### src/rtl/in_xif.sv
// in_xif: shared eXtension interface types plus issuer FSM and scoreboard types
package in_xif;
    localparam int X_ID_WIDTH = 4;
    localparam int XLEN = 32;
    localparam int X_NUM_IDS = 2 ** X_ID_WIDTH;
    typedef logic [X_ID_WIDTH-1:0] x_id_t;
    typedef logic [X_ID_WIDTH:0] x_cnt_t;
    typedef struct packed {
        logic [31:0] instr;
        x_id_t id;
        logic [1:0][XLEN-1:0] rs;
        logic [1:0] rs_valid;
    } x_issue_req_t;
    typedef struct packed {
        logic accept;
        logic writeback;
    } x_issue_resp_t;
    typedef struct packed {
        x_id_t id;
        logic commit_kill;
    } x_commit_t;
    typedef struct packed {
        x_id_t id;
        logic [XLEN-1:0] data;
        logic [4:0] rd;
        logic we;
    } x_result_t;
    typedef enum logic [1:0] { IDLE, ISSUE, COMMIT } issuer_state_e;
    typedef struct packed {
        logic valid;
        logic wb;
        logic committed;
    } sb_entry_t;
endpackage

### src/rtl/xif_offload_issuer_if.sv
// xif_offload_issuer_if: issue/commit/result channels between issuer (master) and coprocessor (slave)
interface xif_offload_issuer_if;
    logic issue_valid;
    logic issue_ready;
    in_xif::x_issue_req_t issue_req;
    in_xif::x_issue_resp_t issue_resp;
    logic commit_valid;
    in_xif::x_commit_t commit;
    logic result_valid;
    logic result_ready;
    in_xif::x_result_t result;
    modport master (
        output issue_valid, issue_req, commit_valid, commit, result_ready,
        input issue_ready, issue_resp, result_valid, result
    );
    modport slave (
        input issue_valid, issue_req, commit_valid, commit, result_ready,
        output issue_ready, issue_resp, result_valid, result
    );
endinterface

### src/rtl/xif_id_scoreboard.sv
// xif_id_scoreboard: per-ID entry array with alloc/commit/free and an outstanding count
// ports: ck/rst (sync active-low); alloc_*, cmt_*, free_* update ports;
//        busy_id->busy and lk_id->lk lookups; outstanding = number of valid entries
module xif_id_scoreboard
    import in_xif::*;
(
    input  logic ck,
    input  logic rst,
    input  logic alloc_en,
    input  x_id_t alloc_id,
    input  logic alloc_wb,
    input  logic cmt_en,
    input  x_id_t cmt_id,
    input  logic cmt_free,
    input  logic free_en,
    input  x_id_t free_id,
    input  x_id_t busy_id,
    output logic busy,
    input  x_id_t lk_id,
    output sb_entry_t lk,
    output x_cnt_t outstanding
);
    sb_entry_t sb [X_NUM_IDS];
    assign busy = sb[busy_id].valid;
    assign lk = sb[lk_id];
    always_ff @(posedge ck) begin
        if (!rst) begin
            for (int i = 0; i < X_NUM_IDS; i++) sb[i] <= '0;
            outstanding <= '0;
        end else begin
            if (alloc_en) sb[alloc_id] <= sb_entry_t'{valid: 1'b1, wb: alloc_wb, committed: 1'b0};
            if (cmt_en) sb[cmt_id] <= sb_entry_t'{valid: !cmt_free, wb: sb[cmt_id].wb && !cmt_free, committed: !cmt_free};
            if (free_en) sb[free_id] <= '0;
            // commit-free and result-free hit different IDs, so both may land in one cycle
            outstanding <= outstanding + x_cnt_t'(alloc_en) - x_cnt_t'(cmt_en && cmt_free) - x_cnt_t'(free_en);
        end
    end
endmodule

### src/rtl/xif_offload_issuer.sv
// xif_offload_issuer: core-side eXtension interface initiator (issue, commit/kill, result to writeback)
// ports: ck/rst (sync active-low); instr_valid/instr_ready/instr/rs0/rs1 from decode;
//        xif master channels; spec_resolved/spec_kill; wb_* writeback; rejected/protocol_err pulses; outstanding
module xif_offload_issuer
    import in_xif::*;
#(
    parameter int MAX_OUTSTANDING = 4
) (
    input  logic ck,
    input  logic rst,
    input  logic instr_valid,
    output logic instr_ready,
    input  logic [31:0] instr,
    input  logic [XLEN-1:0] rs0,
    input  logic [XLEN-1:0] rs1,
    xif_offload_issuer_if.master xif,
    input  logic spec_resolved,
    input  logic spec_kill,
    output logic wb_valid,
    input  logic wb_ready,
    output logic [4:0] wb_rd,
    output logic [XLEN-1:0] wb_data,
    output logic rejected,
    output logic protocol_err,
    output x_cnt_t outstanding
);
    localparam x_cnt_t MAX_CNT = x_cnt_t'(MAX_OUTSTANDING);
    issuer_state_e state;
    x_id_t next_id;
    logic cur_acc;
    logic cur_wb;
    logic next_busy;
    sb_entry_t res_entry;
    logic commit_fire;
    logic res_fire;
    logic res_ok;
    assign commit_fire = state == COMMIT && spec_resolved;
    assign res_fire = xif.result_valid && wb_ready;
    assign res_ok = res_entry.valid && res_entry.committed && res_entry.wb;
    assign xif.result_ready = wb_ready;
    // gated by rst so nothing is offered to the core while reset is held
    assign instr_ready = rst && state == IDLE && outstanding < MAX_CNT && !next_busy;

    xif_id_scoreboard u_sb (
        .ck(ck),
        .rst(rst),
        .alloc_en(state == ISSUE && xif.issue_ready && xif.issue_resp.accept),
        .alloc_id(xif.issue_req.id),
        .alloc_wb(xif.issue_resp.writeback),
        .cmt_en(commit_fire && cur_acc),
        .cmt_id(xif.issue_req.id),
        .cmt_free(spec_kill || !cur_wb),
        .free_en(res_fire && res_ok),
        .free_id(xif.result.id),
        .busy_id(next_id),
        .busy(next_busy),
        .lk_id(xif.result.id),
        .lk(res_entry),
        .outstanding(outstanding)
    );

    always_ff @(posedge ck) begin
        if (!rst) begin
            state <= IDLE;
            next_id <= '0;
            cur_acc <= 1'b0;
            cur_wb <= 1'b0;
            rejected <= 1'b0;
            xif.issue_valid <= 1'b0;
            xif.issue_req <= '0;
            xif.commit_valid <= 1'b0;
            xif.commit <= '0;
        end else begin
            xif.commit_valid <= 1'b0;
            rejected <= 1'b0;
            case (state)
                IDLE: if (instr_valid && instr_ready) begin
                    xif.issue_valid <= 1'b1;
                    xif.issue_req <= {instr, next_id, rs1, rs0, 2'b11};
                    state <= ISSUE;
                end
                ISSUE: if (xif.issue_ready) begin
                    xif.issue_valid <= 1'b0;
                    next_id <= next_id + 1'b1;
                    cur_acc <= xif.issue_resp.accept;
                    cur_wb <= xif.issue_resp.writeback;
                    rejected <= !xif.issue_resp.accept;
                    state <= COMMIT;
                end
                COMMIT: if (spec_resolved) begin
                    xif.commit_valid <= 1'b1;
                    xif.commit <= {xif.issue_req.id, spec_kill};
                    state <= IDLE;
                end
                default: state <= IDLE;
            endcase
        end
    end

    always_ff @(posedge ck) begin
        if (!rst) begin
            wb_valid <= 1'b0;
            wb_rd <= '0;
            wb_data <= '0;
            protocol_err <= 1'b0;
        end else begin
            wb_valid <= res_fire && res_ok && xif.result.we;
            protocol_err <= res_fire && !res_ok;
            if (res_fire && res_ok) begin
                wb_rd <= xif.result.rd;
                wb_data <= xif.result.data;
            end
        end
    end
endmodule
### src/flat_wrapper.sv
// flat-port wrapper written by rule: the top's interface ports become plain ports
module xif_offload_issuer_flat import in_xif::*;
#(
    parameter int MAX_OUTSTANDING = 4
)
  (ck, rst, instr_valid, instr_ready, instr, rs0, rs1, spec_resolved, spec_kill, wb_valid, wb_ready, wb_rd, wb_data, rejected, protocol_err, outstanding, xif_issue_valid, xif_issue_req, xif_commit_valid, xif_commit, xif_result_ready, xif_issue_ready, xif_issue_resp, xif_result_valid, xif_result);
  xif_offload_issuer_if xif_i ();
  input  logic ck;
  input  logic rst;
  input  logic instr_valid;
  output logic instr_ready;
  input  logic [31:0] instr;
  input  logic [XLEN-1:0] rs0;
  input  logic [XLEN-1:0] rs1;
  input  logic spec_resolved;
  input  logic spec_kill;
  output logic wb_valid;
  input  logic wb_ready;
  output logic [4:0] wb_rd;
  output logic [XLEN-1:0] wb_data;
  output logic rejected;
  output logic protocol_err;
  output x_cnt_t outstanding;
  output wire logic [$bits(xif_i.issue_valid)-1:0] xif_issue_valid;
  output wire logic [$bits(xif_i.issue_req)-1:0] xif_issue_req;
  output wire logic [$bits(xif_i.commit_valid)-1:0] xif_commit_valid;
  output wire logic [$bits(xif_i.commit)-1:0] xif_commit;
  output wire logic [$bits(xif_i.result_ready)-1:0] xif_result_ready;
  input wire logic [$bits(xif_i.issue_ready)-1:0] xif_issue_ready;
  input wire logic [$bits(xif_i.issue_resp)-1:0] xif_issue_resp;
  input wire logic [$bits(xif_i.result_valid)-1:0] xif_result_valid;
  input wire logic [$bits(xif_i.result)-1:0] xif_result;
  assign xif_issue_valid = xif_i.issue_valid;
  assign xif_issue_req = xif_i.issue_req;
  assign xif_commit_valid = xif_i.commit_valid;
  assign xif_commit = xif_i.commit;
  assign xif_result_ready = xif_i.result_ready;
  assign xif_i.issue_ready = xif_issue_ready;
  assign xif_i.issue_resp = xif_issue_resp;
  assign xif_i.result_valid = xif_result_valid;
  assign xif_i.result = xif_result;
  xif_offload_issuer #(.MAX_OUTSTANDING(MAX_OUTSTANDING)) u_core (.ck(ck), .rst(rst), .instr_valid(instr_valid), .instr_ready(instr_ready), .instr(instr), .rs0(rs0), .rs1(rs1), .xif(xif_i), .spec_resolved(spec_resolved), .spec_kill(spec_kill), .wb_valid(wb_valid), .wb_ready(wb_ready), .wb_rd(wb_rd), .wb_data(wb_data), .rejected(rejected), .protocol_err(protocol_err), .outstanding(outstanding));
endmodule
### config.mk
export PLATFORM = sky130hd
export DESIGN_NAME = xif_offload_issuer_flat
export DESIGN_NICKNAME = d
export VERILOG_FILES = /design/src/rtl/in_xif.sv /design/src/rtl/xif_offload_issuer_if.sv /design/src/rtl/xif_id_scoreboard.sv /design/src/rtl/xif_offload_issuer.sv /design/src/flat_wrapper.sv
export SDC_FILE = /design/constraint.sdc
export NUM_CORES = 1
export LEC_CHECK = 0
export CORE_MARGIN = 4
export CORE_UTILIZATION = 49
export DETAILED_ROUTE_END_ITERATION = 8
export PLACE_DENSITY = 0.87
export REMOVE_ABC_BUFFERS = 1
export SYNTH_ARGS = -nofsm -noshare
export SYNTH_HDL_FRONTEND = slang
export SYNTH_SLANG_ARGS = --single-unit
### constraint.sdc
create_clock -name ck -period 10.45 [get_ports ck]
set_input_delay 2.09 -clock ck [delete_from_list [all_inputs] [get_ports ck]]
set_output_delay 2.09 -clock ck [all_outputs]
set_load 0.03 [all_outputs]
==> notes.md, run 1 <==
yosys + openroad results -> CTS sink cnt=217, Rel. slew slack=18.5%, yosys cell count=1,006, CP max FO=54, Max VDD drop=0.000127 V, final cell count without fillers=1,508, cell total after placement=1,467, Max Cap Viol=0, Sw Ratio=approximately a quarter, post-CTS setup buffer count=0, wire length of the first global-routing pass=roughly 44 mm, FP Rows=49, HP Class=flip-flop to flip-flop, Yosys reg bits=217, final wirelength=28.4 mm, setup TNS=0 ns, GR Util met3=6.59%, outcome=complete, no violations, first-pass detailed-route iteration total=5, IO Count=304, Most common reg cell=dfxtp_1, Core Region=18,100 um^2, vias in the first global route=8,048, top logic cells by instance count in the layout=nand2_1 (329), clkdlybuf4s50_1 (302), dfxtp_1 (217), o21ai_0 (87), a31oi_1 (49), CTS tree=done, sequential power share=between 40 and 50%, Main logic family=simple AND/OR/NAND/NOR gates, Ant. Diodes=0, Hold Fails Final Rpt=0, vias per cell=5.43, Clk pwr share=40.3%, Worst path slowest cell=clkdlybuf4s50_1, CTS Root Cell=clkbuf_16, Mapped Cells=1,006, clk latency late pin=between 0.5 and 0.6 ns, startpoint types=input pin, total grt overflow=0, Die Y=144 um, register area share after synthesis=48.0%, power consumption=1.99 mW
==> run 1: state kept, by name, indices dropped and copies added (netlist names), named ones only <==
name                     cells
u_core.u_sb.sb              48
u_core.rejected              1
u_core.cur_wb                1
u_core.wb_rd                 5
u_core.u_sb.outstanding      5
u_core.protocol_err          1
u_core.wb_valid              1
u_core.wb_data              32
u_core.xif.commit            5
u_core.xif.issue_req       101
u_core.state                 2
u_core.cur_acc               1
u_core.next_id               4
u_core.xif.commit_valid      1
u_core.xif.issue_valid       1
==> run 1: stage by stage <==
stage               instance area, um^2  util, %  worst slack [ns]
floorplan                          8630        -              1.88
global placement                  12000     66.6              4.01
detailed placement                12000     66.6              3.93
CTS                               12800     70.7              4.35
global route                      12800     70.7              4.20
finish                            12800     70.7              4.35
==> run 1: worst paths after layout <==
| path | startpoint | to | slack (ns) | cells after the start |
|---|---|---|---|---|
| min | u_core.xif.issue_req[57] | u_core.xif.issue_req[57] | 0.45 | 2 |
| max reg2reg | flip-flop | u_core.xif.issue_req[12] | 6.63 | 6 |
| min reg2reg | u_core.xif.issue_req[57] | u_core.xif.issue_req[57] | 0.45 | 2 |
| max | rst | instr_ready | 4.35 | 5 |
==> run 1: power groups by stage <==
stage	Sequential, mW	Clock (mW)	Combinational [mW]
detailed placement	0.904	0	0.299
CTS	0.886	0.813	0.301
floorplan	0.973	0	0.0569
finish	0.886	0.802	0.300
global placement	0.902	0	0.295
global route	0.890	0.849	0.319
==> run 1: Yosys cell counts (all sizes together), types with 2 or more instances <==
library cell	instances	area, um^2
nand2	329	1230
dfxtp	217	4340
o21ai	101	509
clkbuf	56	216
a31oi	49	307
mux2	48	541
mux2i	42	420
nor2	26	97.6
buf	25	211
mux4	22	499
inv	9	33.8
nand3	8	40.0
nand4b	8	70.1
a21oi	7	35.0
and2	7	43.8
ha	7	87.6
nor2b	7	43.8
nor3	5	36.3
a22o	4	35.0
nand4	4	25.0
nor4bb	4	40.0
xnor2	3	26.3
fa	2	40.0
o22ai	2	12.5
==> run 1: cells by family after synthesis <==
group                      Yosys count
AOI/OAI and AO/OA                  167
xor gates and xnor gates             4
adders and majority gates            9
buffers and inverters               91
DFF                                217
muxes                              112
and+or+nand+nor                    406
==> run 1: final cells by class <==
class / count / area (um^2)
Inverter: 10 / 37.5
Tap cell: 229 / 287
Timing Repair Buffer: 313 / 3110
Clock inverter: 12 / 97.6
Multi-Input combinational cell: 698 / 4270
Clock buffer: 29 / 648
Sequential cell: 217 / 4340
Fill cell: 1282 / 5300
==> run 1: worst max-delay path, delay by kind of cell <==
| family | cells | cell delay [ns] |
|---|---|---|
| buffers and inverters | 2 | 0.99 |
| AND/OR/NAND/NOR | 3 | 0.89 |
==> run 1: routing by layer <==
layer  vias up  wire, um
met5         -         0
met4         0       974
met3        67      2490
met2       366     14000
met1      3826     11000
li1       3932         -
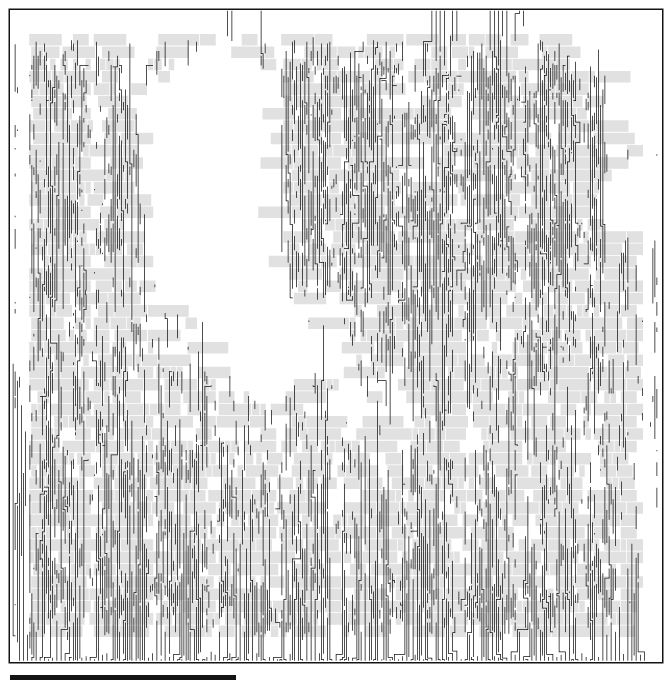
(run_1/met2.png)
Scale bar: 50 um.
The wires run mostly vertical. 1,176 nets have wire on it. The layer holds 49% of the routed length.

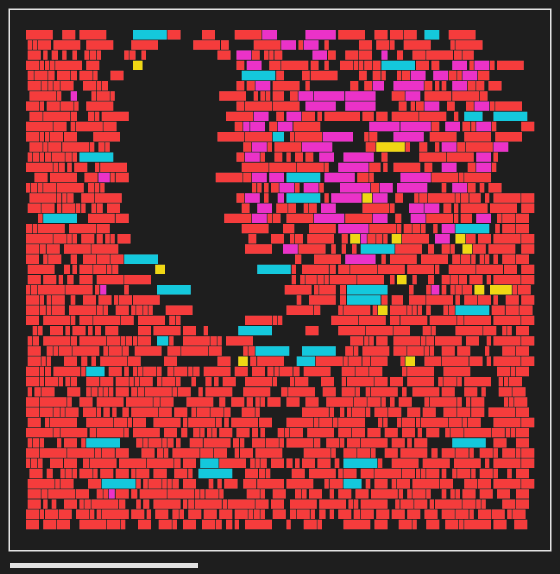
(run_1/drive_strength.png)
Scale bar: 50 um.
Magenta shows drive 2, cells 81, share 6.3%. Yellow shows drive 3 to 4, cells 14, share 1.1%. Cyan shows drive 6 and up, cells 32, share 2.5%. Red shows drive 1 or less, cells 1,152, share 90%.

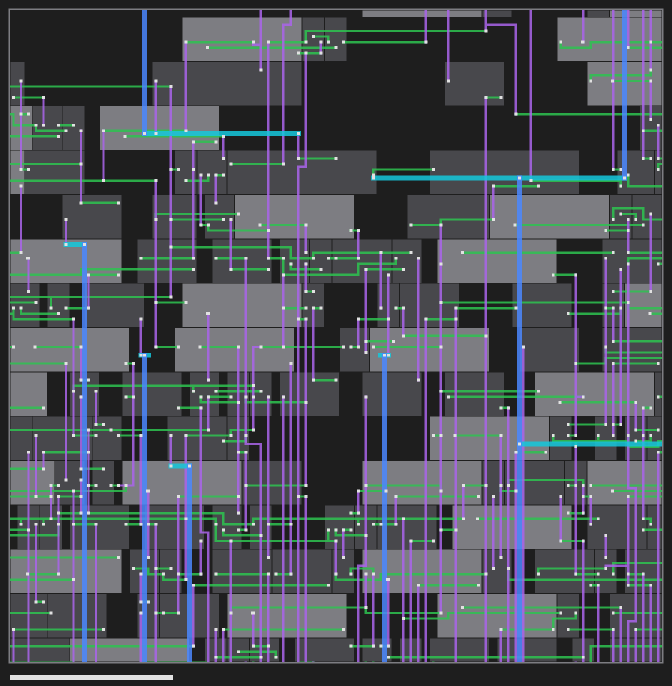
(run_1/zoom.png)
Scale bar: 10 um. Region (52, 23) to (92, 63) um. Cells in gray, sequential cells in the stronger gray; small squares are vias.
Green shows met1. Purple shows met2. Blue shows met4. Cyan shows met3.
Netlist names of flops here include u_core.xif.issue_req (15), u_core.wb_data (6). Sequential cells in the window: 23. 115 logic cells have their middle in the window. Most frequent: clkdlybuf4s50_1 (33), nand2_1 (31), dfxtp_1 (23).

==> run 2, diff against run 1 <==
- CORE_UTILIZATION: 49 -> 41
- PLACE_DENSITY: 0.87 -> 0.78
- clock period: 10.45 -> 4.94 ns (I/O delays scaled with it)
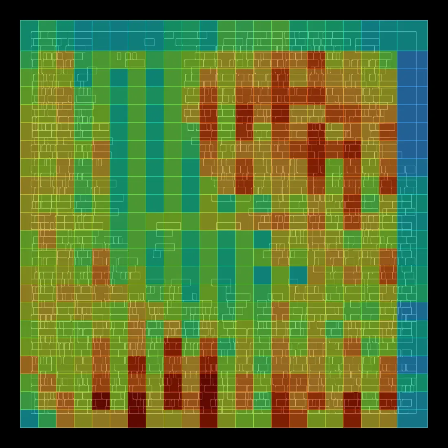
(run_2/final_congestion.png)
Layout Utilization: 59.4%
met1 Track Usage GR: 26.2%
GRT busiest layer: met2

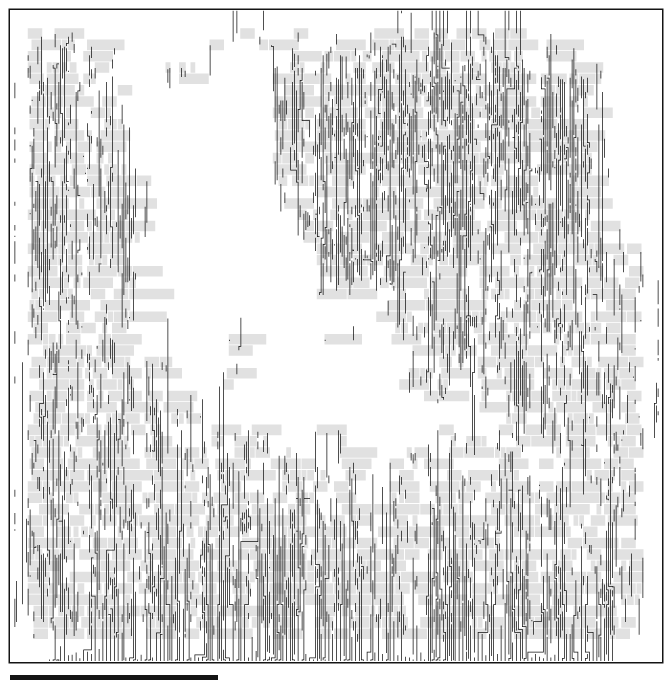
(run_2/met2.png)
Scale bar: 50 um.
The layer carries 12,900 um of wire. 1,166 nets have wire on it. The wires run mostly vertical. The layer holds 47% of the routed length.

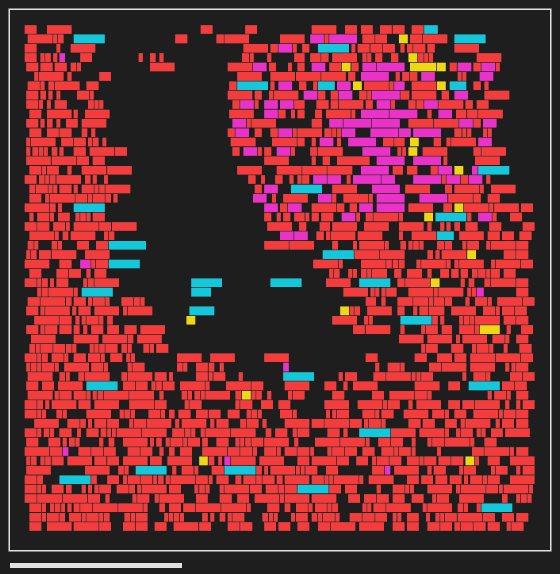
(run_2/drive_strength.png)
Scale bar: 50 um.
Cyan shows drive 6 and up, cells 31, share 2.4%. Magenta shows drive 2, cells 79, share 6.1%. Yellow shows drive 3 to 4, cells 20, share 1.6%. Red shows drive 1 or less, cells 1,159, share 90%.

==> notes.md, run 2 <==
yosys + openroad results -> CTS tree=done (unchanged), placed cell area=12,200 um^2 (was 12,000 um^2), final cell count without fillers=1,569 (was 1,508), CP max FO=4 (was 54), startpoint types=flip-flop (was input pin), vias per cell=5.16 (was 5.43), Core Region=21,800 um^2 (was 18,100 um^2), top logic cells by instance count in the layout=nand2_1 (329), clkdlybuf4s50_1 (302), dfxtp_1 (217), o21ai_0 (87), a31oi_1 (49) (unchanged), Top reg by flops=u_core.xif.issue_req (unchanged), yosys cell count=1,006 (unchanged), Max VDD drop=0.000225 V (was 0.000127 V), wire length of the first global-routing pass=43.0 mm (was 43.8 mm), Max Cap Viol=0 (unchanged), Final Cell Area=12,900 um^2 (was 12,800 um^2), outcome=complete, no violations (unchanged), FF-to-FF path depth=5 (was 6), vias in the first global route=8,019 (was 8,048), CTS Root Cell=clkbuf_16 (unchanged), post-CTS setup buffer count=0 (unchanged), power consumption=4.20 mW (was 1.99 mW), Worst R2R Setup Slack=1.90 ns (was 6.63 ns), RR Endpoint=u_core.xif.issue_req[6] (was u_core.xif.issue_req[12]), max FFs per register=101 (unchanged), Die Y=157 um (was 144 um), Top-area cell share=48.0% (unchanged), FP Rows=54 (was 49), Place WS=0.502 ns (was 3.93 ns), Synth top cell by count=nand2_1 (unchanged), Rel. slew slack=28.1% (was 18.5%), Most common reg cell=dfxtp_1 (unchanged), Largest regs=u_core.xif.issue_req x101, u_core.u_sb.sb x48, u_core.wb_data x32 (unchanged), Yosys reg bits=217 (unchanged), CP top delay family=multiplexers (was buffers and inverters), Buf/Inv on CP=1 (was 2), CTS sink cnt=217 (unchanged), register area share after synthesis=48.0% (unchanged), clk latency late pin=0.53 ns (was 0.51 ns), Final WS setup=0.991 ns (was 4.35 ns), Hold Fails Final Rpt=0 (unchanged), hold worst-path end=u_core.xif.issue_req[47] (was u_core.xif.issue_req[57]), FILL cells=1,837 (was 1,282), top cells by count=nand2_1 (329), dfxtp_1 (217), o21ai_0 (87), clkbuf_1 (51), a31oi_1 (49) (unchanged)
-- run 2: area by class of cell --
cell class | instances | area [um^2] | share of cell area [%]
inverters | 10 | 37.5 | 0.290
well taps | 280 | 350 | 2.71
multi-input cells | 698 | 4260 | 33.0
clock buffers | 34 | 668 | 5.17
clock inverters | 8 | 76.3 | 0.590
flip-flops and latches | 217 | 4340 | 33.6
repair buffers | 322 | 3190 | 24.7
-- run 2: cells by family (layout without fill, tap and decap cells) --
logic type | Yosys count | count (layout) | share of synthesized area (%)
simple gates | 406 | 406 | 18.7
flops | 217 | 217 | 48.0
xor+xnor | 4 | 4 | 0.387
fa+ha+maj | 9 | 9 | 1.41
compound gates | 167 | 167 | 10.3
mux | 112 | 112 | 16.1
buf+inv | 91 | 374 | 5.14
-- run 2: worst reg2reg max path, stage by stage (launching register included) --
cell and delay (ns):
dfxtp_1 0.47, mux4_1 0.60, mux4_2 0.55, nor3_4 0.63, buf_4 0.45, o21ai_0 0.18
-- run 2: layer usage --
| metal | track usage [%] | vias up | wire (um) |
|---|---|---|---|
| met5 | 0 | - | 0 |
| met4 | 9.50 | 0 | 1420 |
| met3 | 7.38 | 87 | 2650 |
| met2 | 36.1 | 339 | 12900 |
| met1 | 26.2 | 3719 | 10700 |
| li1 | - | 3950 | - |
-- run 2: worst max path at each step --
stage	end	slack (ns)	depth (start not counted)
detailed placement	u_core.u_sb.outstanding[3]	0.50	12
finish	instr_ready	0.99	4
floorplan	u_core.u_sb.outstanding[2]	-2.53	10
global route	u_core.u_sb.outstanding[3]	0.85	12
CTS	instr_ready	0.96	4
global placement	u_core.u_sb.outstanding[3]	0.61	13
-- run 2: power by group --
| part | internal, mW | total, mW | switching (mW) | leakage, nW |
|---|---|---|---|---|
| Sequential | 1.83 | 1.88 | 0.0461 | 1.77 |
| Clock | 0.991 | 1.69 | 0.699 | 0.370 |
| Combinational | 0.281 | 0.635 | 0.354 | 2.47 |
Power is estimated from default activity; no workload was simulated.
